<file path="src/rtl/seq_mini_alu_if.sv">
// Operand/result handshake bundle for seq_mini_alu.
// The master side drives operands and out_ready; the slave side is the ALU.
interface seq_mini_alu_if #(
    parameter int unsigned WIDTH = 4
);
    localparam int unsigned RES_W = 2 * WIDTH;

    logic             in_valid;
    logic             in_ready;
    logic [WIDTH-1:0] in_a;
    logic [WIDTH-1:0] in_b;
    logic [1:0]       in_op;
    logic             out_valid;
    logic             out_ready;
    logic [RES_W-1:0] out_result;
    logic             out_flag;

    modport master (
        output in_valid, in_a, in_b, in_op, out_ready,
        input  in_ready, out_valid, out_result, out_flag
    );

    modport slave (
        input  in_valid, in_a, in_b, in_op, out_ready,
        output in_ready, out_valid, out_result, out_flag
    );
endinterface

</file>
<file path="src/rtl/seq_mini_alu.sv">
// Multi-cycle add/sub/mul ALU with valid/ready handshakes on both sides.
// Define SEQ_MINI_ALU_DIV_EN to add a restoring divider on op 11.
module seq_mini_alu #(
    parameter int unsigned WIDTH = 4
) (
    input logic           clk,
    input logic           rst_n,
    seq_mini_alu_if.slave bus
);
    localparam int unsigned RES_W = 2 * WIDTH;
    localparam int unsigned CntW  = (WIDTH > 2) ? $clog2(WIDTH) : 1;

    localparam logic [1:0] OpAdd = 2'b00;
    localparam logic [1:0] OpSub = 2'b01;
    localparam logic [1:0] OpMul = 2'b10;
    localparam logic [1:0] OpDiv = 2'b11;

    typedef enum logic [1:0] {StIdle, StCalc, StDone} state_e;

    state_e           state_q;
    logic [WIDTH-1:0] a_q;
    logic [WIDTH-1:0] b_q;
    logic [CntW-1:0]  cnt_q;
    logic [RES_W-1:0] acc_q;
    logic [RES_W-1:0] res_q;
    logic             flag_q;

    logic [WIDTH:0]   add_sum;
    logic [RES_W-1:0] sub_diff;
    logic [RES_W-1:0] a_ext;
    logic [RES_W-1:0] mul_acc;
    logic [RES_W-1:0] calc_acc;

`ifdef SEQ_MINI_ALU_DIV_EN
    logic [1:0]       op_q;
    logic [WIDTH:0]   div_top;
    logic             div_ge;
    logic [WIDTH-1:0] div_rem;
    logic [RES_W-1:0] div_acc;
`endif

    always_comb begin
        add_sum  = {1'b0, bus.in_a} + {1'b0, bus.in_b};
        sub_diff = {{WIDTH{1'b0}}, bus.in_a} - {{WIDTH{1'b0}}, bus.in_b};
        a_ext    = {{WIDTH{1'b0}}, a_q};
        mul_acc  = acc_q + (b_q[cnt_q] ? (a_ext << cnt_q) : '0);
`ifdef SEQ_MINI_ALU_DIV_EN
        // acc_q = {remainder, dividend/quotient}; shift one dividend bit into the remainder.
        div_top  = acc_q[RES_W-1:WIDTH-1];
        div_ge   = div_top >= {1'b0, b_q};
        div_rem  = div_ge ? WIDTH'(div_top - {1'b0, b_q}) : div_top[WIDTH-1:0];
        div_acc  = {div_rem, acc_q[WIDTH-2:0], div_ge};
        calc_acc = (op_q == OpMul) ? mul_acc : div_acc;
`else
        calc_acc = mul_acc;
`endif
    end

    always_ff @(posedge clk or negedge rst_n) begin
        if (!rst_n) begin
            state_q <= StIdle;
            a_q     <= '0;
            b_q     <= '0;
            cnt_q   <= '0;
            acc_q   <= '0;
            res_q   <= '0;
            flag_q  <= 1'b0;
`ifdef SEQ_MINI_ALU_DIV_EN
            op_q    <= OpAdd;
`endif
        end else begin
            unique case (state_q)
                StIdle: begin
                    if (bus.in_valid) begin
                        a_q   <= bus.in_a;
                        b_q   <= bus.in_b;
                        cnt_q <= '0;
`ifdef SEQ_MINI_ALU_DIV_EN
                        op_q  <= bus.in_op;
`endif
                        unique case (bus.in_op)
                            OpAdd: begin
                                res_q   <= {{(WIDTH-1){1'b0}}, add_sum};
                                flag_q  <= add_sum[WIDTH];
                                state_q <= StDone;
                            end
                            OpSub: begin
                                res_q   <= sub_diff;
                                flag_q  <= bus.in_a < bus.in_b;
                                state_q <= StDone;
                            end
                            OpMul: begin
                                acc_q   <= '0;
                                state_q <= StCalc;
                            end
                            OpDiv: begin
`ifdef SEQ_MINI_ALU_DIV_EN
                                acc_q   <= {{WIDTH{1'b0}}, bus.in_a};
                                state_q <= StCalc;
`else
                                res_q   <= '0;
                                flag_q  <= 1'b1;
                                state_q <= StDone;
`endif
                            end
                            default: state_q <= StIdle;
                        endcase
                    end
                end
                StCalc: begin
                    acc_q <= calc_acc;
                    cnt_q <= cnt_q + CntW'(1);
                    // The last iteration's sum is committed straight to the output register.
                    if (cnt_q == CntW'(WIDTH - 1)) begin
                        cnt_q   <= '0;
                        res_q   <= calc_acc;
                        state_q <= StDone;
`ifdef SEQ_MINI_ALU_DIV_EN
                        flag_q  <= (op_q == OpDiv) && (b_q == '0);
`else
                        flag_q  <= 1'b0;
`endif
                    end
                end
                StDone: begin
                    if (bus.out_ready) begin
                        state_q <= StIdle;
                    end
                end
                default: state_q <= StIdle;
            endcase
        end
    end

    assign bus.in_ready   = (state_q == StIdle);
    assign bus.out_valid  = (state_q == StDone);
    assign bus.out_result = res_q;
    assign bus.out_flag   = flag_q;
endmodule

</file>
<file path="src/flat_wrapper.sv">
// flat-port wrapper written by rule: the top's interface ports become plain ports
module seq_mini_alu_flat 
#(
    parameter int unsigned WIDTH = 4
)
  (clk, rst_n, bus_in_valid, bus_in_a, bus_in_b, bus_in_op, bus_out_ready, bus_in_ready, bus_out_valid, bus_out_result, bus_out_flag);
  seq_mini_alu_if #(.WIDTH(WIDTH)) bus_i ();
  input logic clk;
  input logic rst_n;
  input wire logic [$bits(bus_i.in_valid)-1:0] bus_in_valid;
  input wire logic [$bits(bus_i.in_a)-1:0] bus_in_a;
  input wire logic [$bits(bus_i.in_b)-1:0] bus_in_b;
  input wire logic [$bits(bus_i.in_op)-1:0] bus_in_op;
  input wire logic [$bits(bus_i.out_ready)-1:0] bus_out_ready;
  output wire logic [$bits(bus_i.in_ready)-1:0] bus_in_ready;
  output wire logic [$bits(bus_i.out_valid)-1:0] bus_out_valid;
  output wire logic [$bits(bus_i.out_result)-1:0] bus_out_result;
  output wire logic [$bits(bus_i.out_flag)-1:0] bus_out_flag;
  assign bus_i.in_valid = bus_in_valid;
  assign bus_i.in_a = bus_in_a;
  assign bus_i.in_b = bus_in_b;
  assign bus_i.in_op = bus_in_op;
  assign bus_i.out_ready = bus_out_ready;
  assign bus_in_ready = bus_i.in_ready;
  assign bus_out_valid = bus_i.out_valid;
  assign bus_out_result = bus_i.out_result;
  assign bus_out_flag = bus_i.out_flag;
  seq_mini_alu #(.WIDTH(WIDTH)) u_core (.clk(clk), .rst_n(rst_n), .bus(bus_i));
endmodule
</file>
<file path="config.mk">
export PLATFORM = sky130hd
export DESIGN_NAME = seq_mini_alu_flat
export DESIGN_NICKNAME = d
export VERILOG_FILES = /design/src/rtl/seq_mini_alu_if.sv /design/src/rtl/seq_mini_alu.sv /design/src/flat_wrapper.sv
export SDC_FILE = /design/constraint.sdc
export NUM_CORES = 1
export LEC_CHECK = 0
export ABC_AREA = 1
export CAP_MARGIN = 10
export CORE_UTILIZATION = 39
export DETAILED_ROUTE_END_ITERATION = 12
export PLACE_DENSITY = 0.67
export REMOVE_ABC_BUFFERS = 1
export SLEW_MARGIN = 40
export SYNTH_ARGS = -nofsm -noshare
export SYNTH_HDL_FRONTEND = slang
export SYNTH_SLANG_ARGS = --single-unit
</file>
<file path="constraint.sdc">
create_clock -name clk -period 2.85 [get_ports clk]
set_input_delay 0.285 -clock clk [delete_from_list [all_inputs] [get_ports clk]]
set_output_delay 0.285 -clock clk [all_outputs]
set_load 0.01 [all_outputs]
</file>
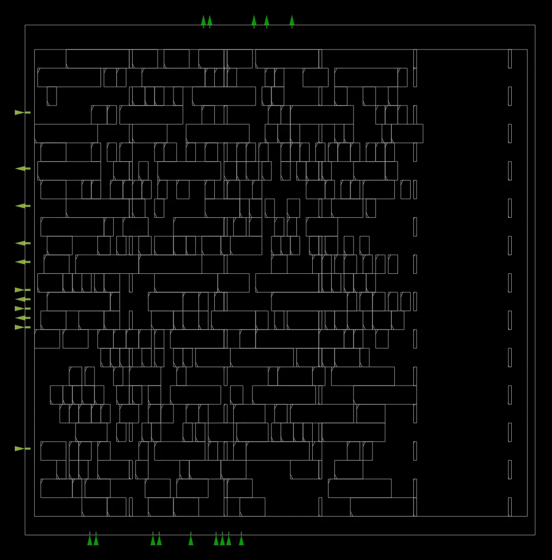
*Placement view, run 1*
layout sequential cell count: 29
n_taps: 67
core area: 4880 µm²

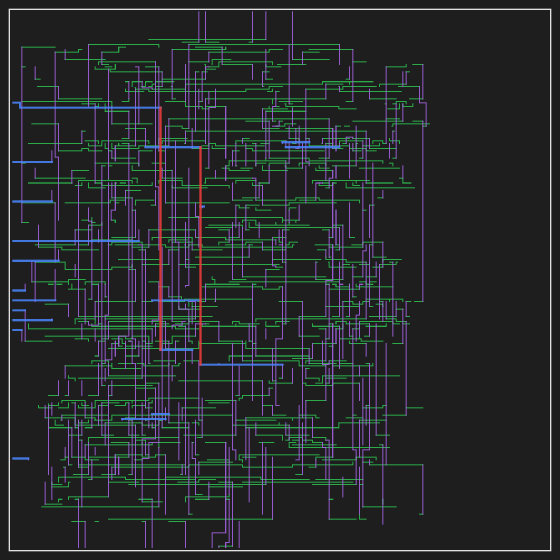
*Signal wires by layer, run 1*
Key: green = met1 [wire length 2270 µm]; purple = met2 [wire length 1940 µm]; red = met4 [wire length 63.2 µm]; blue = met3 [wire length 122 µm]
total track usage: 18.3%
final WL: 4.39 mm

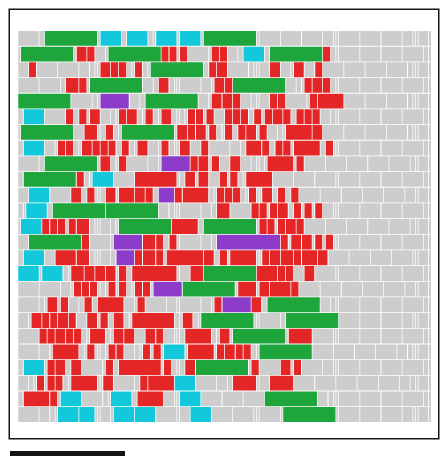
*Cells colored by class, run 1*
Bar = 20 µm. Fill, decap, tap and diode cells in gray.
Key: purple = clock drivers and dummy loads [cells 8, share of their area 4.9%]; green = flip-flops [cells 29, share of their area 31%]; red = all other logic [cells 240, share of their area 54%]; cyan = other buffers and delay cells [cells 25, share of their area 10%]
fraction of area in registers: 29.6%
Final Cell Area: 2450 µm²

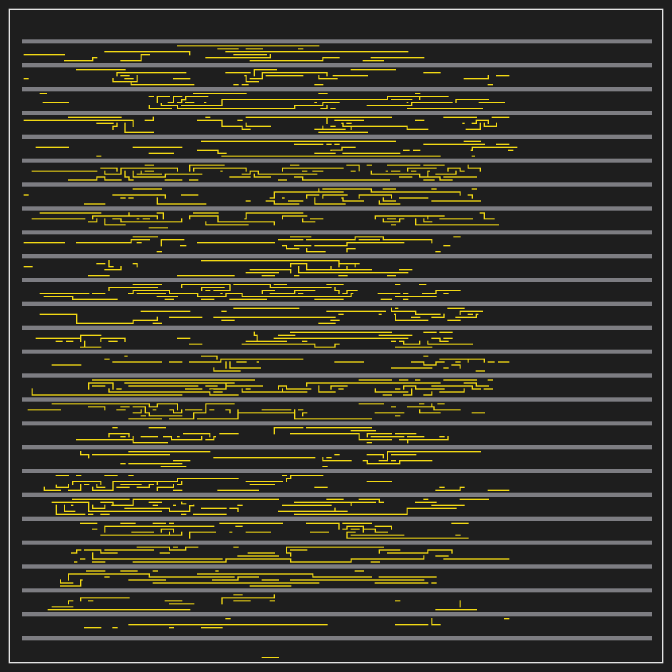
*The metal 1 layer, run 1*
Supply wires on this layer in gray.
305 nets have wire on it. The layer carries 2270 µm of wire.
via count: 1768
M1 GR Usage: 26.0%

==> impl_metrics.csv, run 1 <==
group,metric,value,unit
outcome,status,"completed",
finish,combGateArea,1080,µm²
grt,grt_max_degree,30,
synth,yosysTopAreaCellShare,35.6,%
synth,yosysUniqueCellTypes,28,
finish,most-common-layout-cells,"68 x nand2_1, 52 x inv_1, 29 x dfrtp_1",
timing,maxSlewHeadroom,74.9,%
cts,path_clk_slew,0.07,ns
synth,numSynthFlops,29,
setup_path,crit_type,"flop to flop",
synth,synth-xor-area-share,0,%
flow_run,warnings,29,
timing,final_max_slew_viol_count,0,
routing,topRoutingLayerUsed,"met4",
grt,overflow,0,
routing,viasPerCell,4.79,
synth,top_cell,"nand2_1",
cts,clock_path_buffers,2,
cts,clock_sinks,29,
pwr,power_leakage,0.00132,µW
flow_run,drv_cap,0,
cts,cts_root_buf,"clkbuf_8",
timing,tns,0,ns
setup_path,cp-start-kind,"flop",
routing,drc,0,
grt,grt_use_met3,3.12,%
finish,num_antenna_cells,0,
timing,worst_slack,0.383,ns
floorplanning,die_x,74.3,µm
synth,edf_count,0,
finish,num-nonclk-buffers,25,
setup_path,crit_chain,"inv_1 -> or2_2 -> o21a_1 -> nand2_1 -> o21ai_0 -> nand2_1 -> inv_1 -> ha_1 -> a21oi_1 -> nand2_1 -> nand2_1 -> nand2_1 -> nand2_1 -> nand3_1 -> a21oi_1",
grt,grt_pass1_wl,7.51,mm
floorplanning,rows,25,
synth,simple_gate_share,25.4,%
place,placedCellCount,361,
synth,ff_type,"dfrtp_1",
cts,cts_setup_buffers,0,
setup_path,cp_common_cell,"nand2_1",
finish,regArea,726,µm²
finish,logic_gate_count,187,
grt,antenna_found_initial,0,
routing,dr.pass1.iters,4,
timing,period_used_share,86.6,%
synth,synth_warnings,0,
synth,synthAoiAreaFrac,12.4,%
grt,grt_pass1_vias,1621,
setup_path,cp_max_fo,11,
timing,skew,0.00871,ns
routing,wl_per_cell,11.9,µm
routing,drtIter0Drc,107,
setup_path,crit_family,"simple AND/OR/NAND/NOR gates",
finish,area_growth,20.4,%
synth,synth.avg_cell_area,7.44,µm²
synth,synth.comb.largest_family,"simple AND/OR/NAND/NOR gates",
timing,fmax,0.405,GHz
synth,synthArstFlopShare,100,%
finish,fillers,515,
worst_hold_path,hp-class,"primary input to asynchronous set/reset pin",
finish,clock_buffers,5,
floorplanning,die_y,74.3,µm
cts,clock_latency,0.28,ns
setup_path,path_buffers,2,
[run 1: power breakdown]
part	leakage, µW	switching, µW	internal [µW]
combinational	0.000899	634	480
sequential	0.000367	136	598
clock	0.0000543	165	261
[run 1: worst paths after layout]
| path | end | start | depth (start not counted) | slack [ns] |
|---|---|---|---|---|
| max | u_core.bus.out_result[6] | u_core.cnt_q[0] | 15 | 0.38 |
| min | u_core.a_q[0] | rst_n | 2 | 0.39 |
| max reg2reg | u_core.bus.out_result[6] | u_core.cnt_q[0] | 15 | 0.38 |
| min reg2reg | u_core.bus.out_flag | u_core.bus.out_flag | 2 | 0.49 |
| max in group asynchronous | u_core.acc_q[0] | rst_n | 2 | 2.19 |
| min in group clk | u_core.bus.out_flag | u_core.bus.out_flag | 2 | 0.49 |
==> run 2: changes to the inputs <==
--- a/config.mk
+++ b/config.mk
@@ -7,6 +7,7 @@
 export LEC_CHECK = 0
 export ABC_AREA = 1
 export CAP_MARGIN = 10
+export CORE_ASPECT_RATIO = 1.75
 export CORE_UTILIZATION = 39
 export DETAILED_ROUTE_END_ITERATION = 12
 export PLACE_DENSITY = 0.67
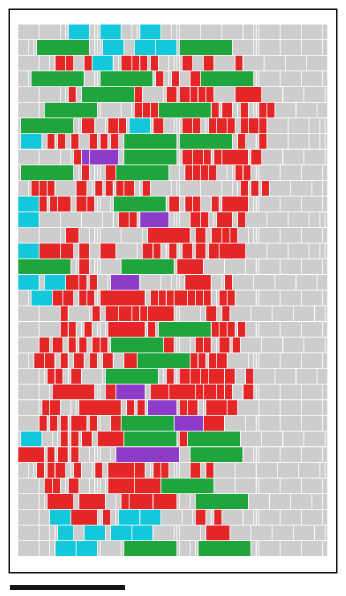
*Cells colored by class, run 2*
Bar = 20 µm. Fill, decap, tap and diode cells in gray.
Key: cyan = other buffers and delay cells [cells 25, share of their area 10%]; red = all other logic [cells 240, share of their area 54%]; green = flip-flops [cells 29, share of their area 31%]; purple = clock drivers and dummy loads [cells 8, share of their area 4.9%]
Final Util: 49.0%
fraction of area in registers: 29.7%

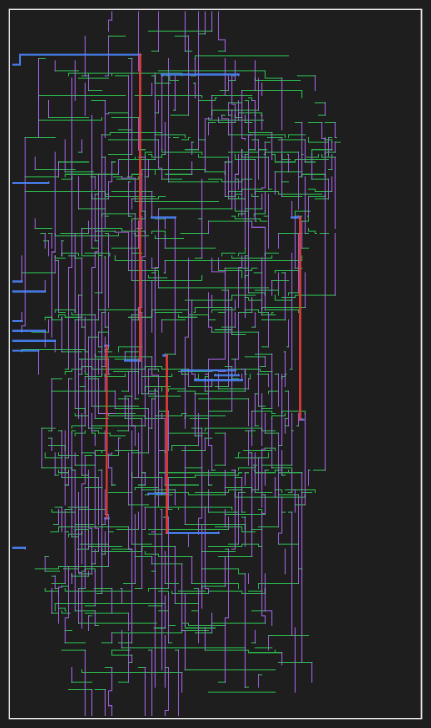
*Signal wires by layer, run 2*
Key: blue = met3 [wire length 90.1 µm]; red = met4 [wire length 118 µm]; green = met1 [wire length 1770 µm]; purple = met2 [wire length 2480 µm]
via count: 1802
final WL: 4.46 mm

==> impl_metrics.csv, run 2 <==
group,metric,value,unit
finish,comb_share,44.4,%
timing,tns,0,ns
grt,overflow,0,
setup_path,crit_type,"flop to flop",
finish,combGateArea,1080,µm²
finish,n_all_inverters,53,
synth,yosysTopAreaCellShare,35.6,%
worst_hold_path,hp-class,"primary input to asynchronous set/reset pin",
grt,met2_usage,34.3,%
finish,final_area,2440,µm²
synth,simple_gate_share,25.4,%
pwr,p_sw_share,40.2,%
finish,largest_class,"logic gates",
outcome,status,"completed",
pwr,peakVddDrop,545,µV
cts,numCtsBuffers,5,
setup_path,r2r_start,"u_core.cnt_q[0]",
timing,period_used_share,85.8,%
floorplanning,ios,25,
floorplanning,die_y,97.6,µm
grt,grt_pass1_wl,7.96,mm
finish,clock_buffers,7,
pwr,top_power_group,"combinational logic",
timing,hold_violations,0,
routing,viasPerCell,5.06,
finish,bufAreaShareNonClock,10.2,%
synth,synthAdderAreaFrac,12.8,%
flow_run,drv_cap,0,
setup_path,crit_start,"u_core.cnt_q[0]",
place,gp_congestion,0.784,
floorplanning,coreArea,4980,µm²
pwr,powerDensity,935,nW/µm²
cts,clock_latency,0.27,ns
finish,fillers,517,
synth,synthArstFlopShare,100,%
pwr,comb-power,1110,µW
synth,top_cell,"nand2_1",
synth,synth.largest_area_cell,"dfrtp_1",
synth,yosys-top-cells-count,"68 x nand2_1, 52 x inv_1, 29 x dfrtp_1",
routing,wirelength_met1,1.77,mm
grt,use_met1,19.5,%
pwr,p_sw,917,µW
setup_path,crit_family,"simple AND/OR/NAND/NOR gates",
timing,fmax,0.409,GHz
grt,grt_use_total,18.5,%
routing,drc,0,
routing,dr.pass1.iters,4,
floorplanning,tapCellCount,54,
finish,num_antenna_cells,0,
place,placedCellCount,348,
cts,path_clk_slew,0.06,ns
synth,syn_area,2040,µm²
setup_path,cp-start-kind,"flop",
grt,grt_pass1_vias,1841,
routing,drtIter0Drc,47,
finish,regArea,726,µm²
grt,grt_use_met3,2.26,%
grt,grt_busiest_layer,"met2",
setup_path,cp_max_fo,11,
synth,numSynthFlops,29,
cts,cts_setup_buffers,0,
pwr,p_seq,734,µW
synth,ff_type,"dfrtp_1",
synth,synth-xor-area-share,0,%
finish,num-nonclk-buffers,25,
routing,wl_met2,2.48,mm
floorplanning,die_x,56.6,µm
synth,synth.comb.largest_family,"simple AND/OR/NAND/NOR gates",
cts,cts_tree,"yes",
setup_path,cp_common_cell,"nand2_1",
setup_path,path_buffers,2,
cts,clock_path_buffers,2,
synth,synth.avg_cell_area,7.44,µm²
routing,wl_per_cell,12.5,µm
pwr,power_leakage,0.00132,µW
timing,period_needed,2.45,ns
setup_path,crit_chain,"inv_1 -> or2_2 -> o21a_1 -> nand2_1 -> o21ai_0 -> nand2_1 -> inv_1 -> ha_1 -> a21oi_1 -> nand2_1 -> nand2_1 -> nand2_1 -> nand2_1 -> nand3_1 -> a21oi_1",
finish,most-common-layout-cells,"68 x nand2_1, 52 x inv_1, 29 x dfrtp_1",
synth,ys_area,2040,µm²
cts,ctsHoldBuffers,0,
pwr,p_seq_share,32.2,%
finish,logic_gate_count,187,
floorplanning,fp_util,41.0,%
grt,antenna_found_initial,0,
cts,cts_root_buf,"clkbuf_8",
synth,ys_seq_share,35.6,%
synth,synth_warnings,0,
synth,yosysUniqueCellTypes,28,
routing,topRoutingLayerUsed,"met4",
timing,maxSlewHeadroom,72.6,%
timing,skew,0.00795,ns
pwr,power.internal,1360,µW
synth,edf_count,0,
timing,setup_viol,0,
timing,final_max_slew_viol_count,0,
finish,area_growth,19.7,%
synth,syn_inst,274,
pwr,pwr-share-clk,19.1,%
timing,worst_slack,0.404,ns
setup_path,critPathArrivalTime,2.65,ns
finish,seq_cells,29,
pwr,powerClk,435,µW
synth,synthAoiAreaFrac,12.4,%
synth,topCellsByArea,"dfrtp_1 36%, nand2_1 13%, ha_1 9.8%",
place,port_buffers,24,
floorplanning,rows,34,
grt,grt_max_degree,30,
flow_run,warnings,29,
pwr,combPwrFrac,48.8,%
cts,clock_sinks,29,
timing,worstMarginPinSlew,0.408,ns
[run 2: netlist changes by cell type in the layout (fill, tap and decap cells not counted)]
| cell | change |
|---|---|
| clkbuf_8 | +1 |
| clkbuf_1 | +1 |
| clkinvlp_4 | -1 |
| clkinv_4 | -1 |
[run 2: worst paths after layout]
| kind | slack [ns] | end | depth (start not counted) |
|---|---|---|---|
| min | 0.39 | u_core.a_q[3] | 2 |
| max reg2reg | 0.40 | u_core.bus.out_result[6] | 15 |
| min in group clk | 0.49 | u_core.bus.out_result[0] | 2 |
| max | 0.40 | u_core.bus.out_result[6] | 15 |
| min reg2reg | 0.49 | u_core.bus.out_result[0] | 2 |
| max in group asynchronous | 2.18 | u_core.acc_q[0] | 2 |
==> run 3: changes to the inputs <==
--- a/config.mk
+++ b/config.mk
@@ -9,10 +9,11 @@
 export CAP_MARGIN = 10
 export CORE_ASPECT_RATIO = 1.75
 export CORE_UTILIZATION = 39
+export CTS_CLUSTER_SIZE = 12
 export DETAILED_ROUTE_END_ITERATION = 12
 export PLACE_DENSITY = 0.67
 export REMOVE_ABC_BUFFERS = 1
-export SLEW_MARGIN = 40
+export SLEW_MARGIN = 10
 export SYNTH_ARGS = -nofsm -noshare
 export SYNTH_HDL_FRONTEND = slang
 export SYNTH_SLANG_ARGS = --single-unit
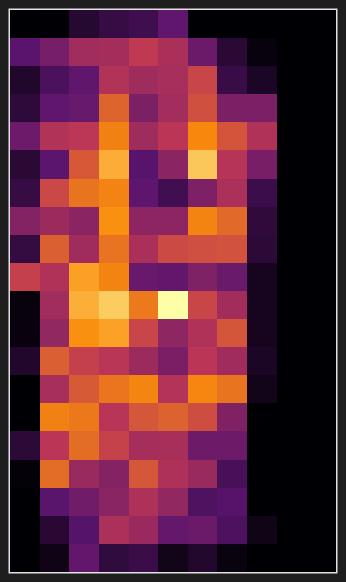
*Signal metal coverage by tile, run 3*
11 x 20 tiles, from black (low) to pale yellow (high), scaled to the fullest tile. Values are wire area over tile area, all layers added.
26% of the tiles are nearly empty. The mean over all tiles is 0.13. The fullest tile reaches 0.42. 22% of the tiles are over half the peak.
routed length per instance: 12.5 µm
total track usage: 18.5%

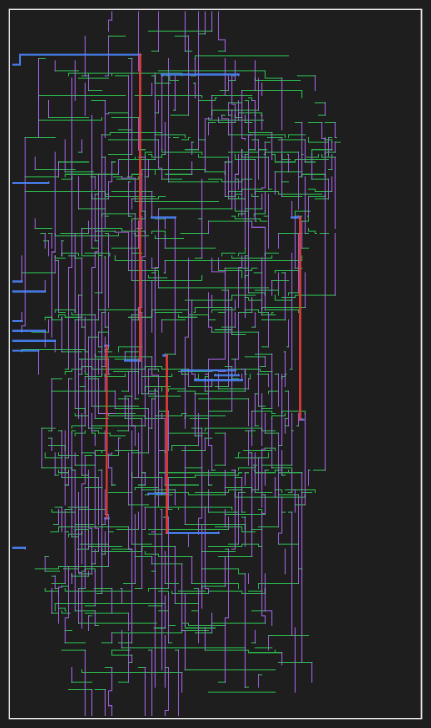
*Signal wires by layer, run 3*
Key: green = met1 [wire length 1770 µm]; purple = met2 [wire length 2480 µm]; blue = met3 [wire length 90.1 µm]; red = met4 [wire length 118 µm]

==> impl_metrics.csv, run 3 <==
group,metric,value,unit
outcome,status,"completed",
setup_path,r2r-end,"u_core.bus.out_result[6]",
grt,overflow,0,
cts,htreeDepth,2,
routing,finalWirelength,4.46,mm
place,dp_slack,0.396,ns
place,dpl-instance-area,2320,µm²
timing,maxSlewHeadroom,72.6,%
setup_path,crit_type,"flop to flop",
cts,cts_setup_buffers,0,
finish,num-nonclk-buffers,25,
floorplanning,die_x,56.6,µm
synth,ys_seq_share,35.6,%
cts,cts_root_buf,"clkbuf_8",
grt,grt_pass1_wl,7.96,mm
grt,grt_max_degree,30,
finish,clock_area_share,4.77,%
finish,largest_class,"logic gates",
finish,final_area,2440,µm²
synth,ff_type,"dfrtp_1",
routing,drtIter0Drc,47,
routing,vias,1802,
floorplanning,rows,34,
finish,seq_cells,29,
setup_path,cp_common_cell,"nand2_1",
finish,most-common-layout-cells,"68 x nand2_1, 52 x inv_1, 29 x dfrtp_1",
grt,grt_pass1_vias,1841,
floorplanning,dieArea,5530,µm²
pwr,peakVddDrop,545,µV
timing,rsz0062_at_grt,"false",
synth,synth.avg_cell_area,7.44,µm²
cts,ctsHoldBuffers,0,
finish,num_antenna_cells,0,
setup_path,critPathArrivalTime,2.65,ns
routing,drc,0,
pwr,powerDensity,935,nW/µm²
finish,layout_top_cell,"nand2_1",
synth,edf_count,0,
timing,skew,0.00795,ns
timing,tns,0,ns
finish,final_util,49.0,%
setup_path,crit_end,"u_core.bus.out_result[6]",
cts,cts_tree,"yes",
timing,fmax,0.409,GHz
synth,numSynthFlops,29,
finish,area_growth,19.7,%
setup_path,cp.depth,15,
timing,period_used_share,85.8,%
synth,top_cell,"nand2_1",
synth,yosys_cells,274,
finish,comb_share,44.4,%
setup_path,r2r_start,"u_core.cnt_q[0]",
setup_path,rrSetupSlack,0.40,ns
setup_path,cp-end-kind,"flop",
finish,n_all_inverters,53,
cts,numCtsBuffers,5,
place,placedCellCount,348,
timing,worstMarginPinSlew,0.408,ns
setup_path,cp-start-kind,"flop",
place,port_buffers,24,
cts,clock_path_buffers,2,
synth,synth.largest_area_cell,"dfrtp_1",
routing,viasPerCell,5.06,
synth,ys_area,2040,µm²
synth,synthArstFlopShare,100,%
finish,combGateArea,1080,µm²
worst_hold_path,hp-class,"primary input to asynchronous set/reset pin",
place,gp_congestion,0.784,
floorplanning,fp_util,41.0,%
finish,bufAreaShareNonClock,10.2,%
place,dpl.hpwl,3.59,mm
floorplanning,tapCellCount,54,
setup_path,path_buffers,2,
cts,path_clk_slew,0.06,ns
finish,fillers,517,
flow_run,drv_cap,0,
synth,syn_inst,274,
finish,logic_gate_count,187,
finish,drive_above_1_share,6.95,%
synth,yosysUniqueCellTypes,28,
finish,sh_seq_area,29.7,%
floorplanning,ios,25,
finish,clock_buffers,7,
routing,dr.pass1.iters,4,
flow_run,warnings,29,
timing,final_max_slew_viol_count,0,
setup_path,crit_chain,"inv_1 -> or2_2 -> o21a_1 -> nand2_1 -> o21ai_0 -> nand2_1 -> inv_1 -> ha_1 -> a21oi_1 -> nand2_1 -> nand2_1 -> nand2_1 -> nand2_1 -> nand3_1 -> a21oi_1",
finish,regArea,726,µm²
setup_path,critical_path.max_stage_delay,0.54,ns
synth,yosysTopAreaCellShare,35.6,%
synth,topCellsByArea,"dfrtp_1 36%, nand2_1 13%, ha_1 9.8%",
timing,worst_slack,0.404,ns
timing,setup_viol,0,
timing,hold_violations,0,
cts,clock_sinks,29,
routing,ant_nets,0,
setup_path,critPathSlowestCell,"dfrtp_1",
timing,holdWs,0.392,ns
cts,cts_resized,0,
synth,synth_warnings,0,
setup_path,crit_family,"simple AND/OR/NAND/NOR gates",
synth,yosys-top-cells-count,"68 x nand2_1, 52 x inv_1, 29 x dfrtp_1",
finish,final_cells,356,
setup_path,cp_max_fo,11,
synth,syn_area,2040,µm²
floorplanning,die_y,97.6,µm
floorplanning,coreArea,4980,µm²
pwr,power_leakage,0.00132,µW
cts,clock_latency,0.27,ns
grt,antenna_found_initial,0,
setup_path,crit_required,3.05,ns
timing,period_needed,2.45,ns
setup_path,crit_start,"u_core.cnt_q[0]",
setup_path,rr_worst_depth,15,
finish,nNetsFinal,334,
pwr,finalPower,2280,µW
## run 3: cell counts in the layout (fill, tap and decap cells not counted)
No cell type changed its count.
## run 3: logic make-up (layout without fill, tap and decap cells)
group / after synthesis / in the layout / synth area share (%)
simple gates: 119 / 119 / 25.4
buf+inv: 58 / 86 / 11.2
compound gates: 44 / 44 / 12.4
flops: 29 / 29 / 35.6
fa+ha+maj: 19 / 19 / 12.8
mux: 5 / 5 / 2.64
## run 3: routing by layer
metal / vias to the layer above / track usage (%) / wire, µm
met5: - / 0 / 0
met4: 0 / 9.94 / 118
met3: 9 / 2.26 / 90
met2: 26 / 34.3 / 2480
met1: 849 / 19.5 / 1770
li1: 918 / - / -
## run 3: report_power, final
group	switching [µW]	internal [µW]	leakage (µW)
combinational	632	480	0.000899
clock	150	285	0.0000585
sequential	135	598	0.000367
Power is estimated from default activity; no workload was simulated.
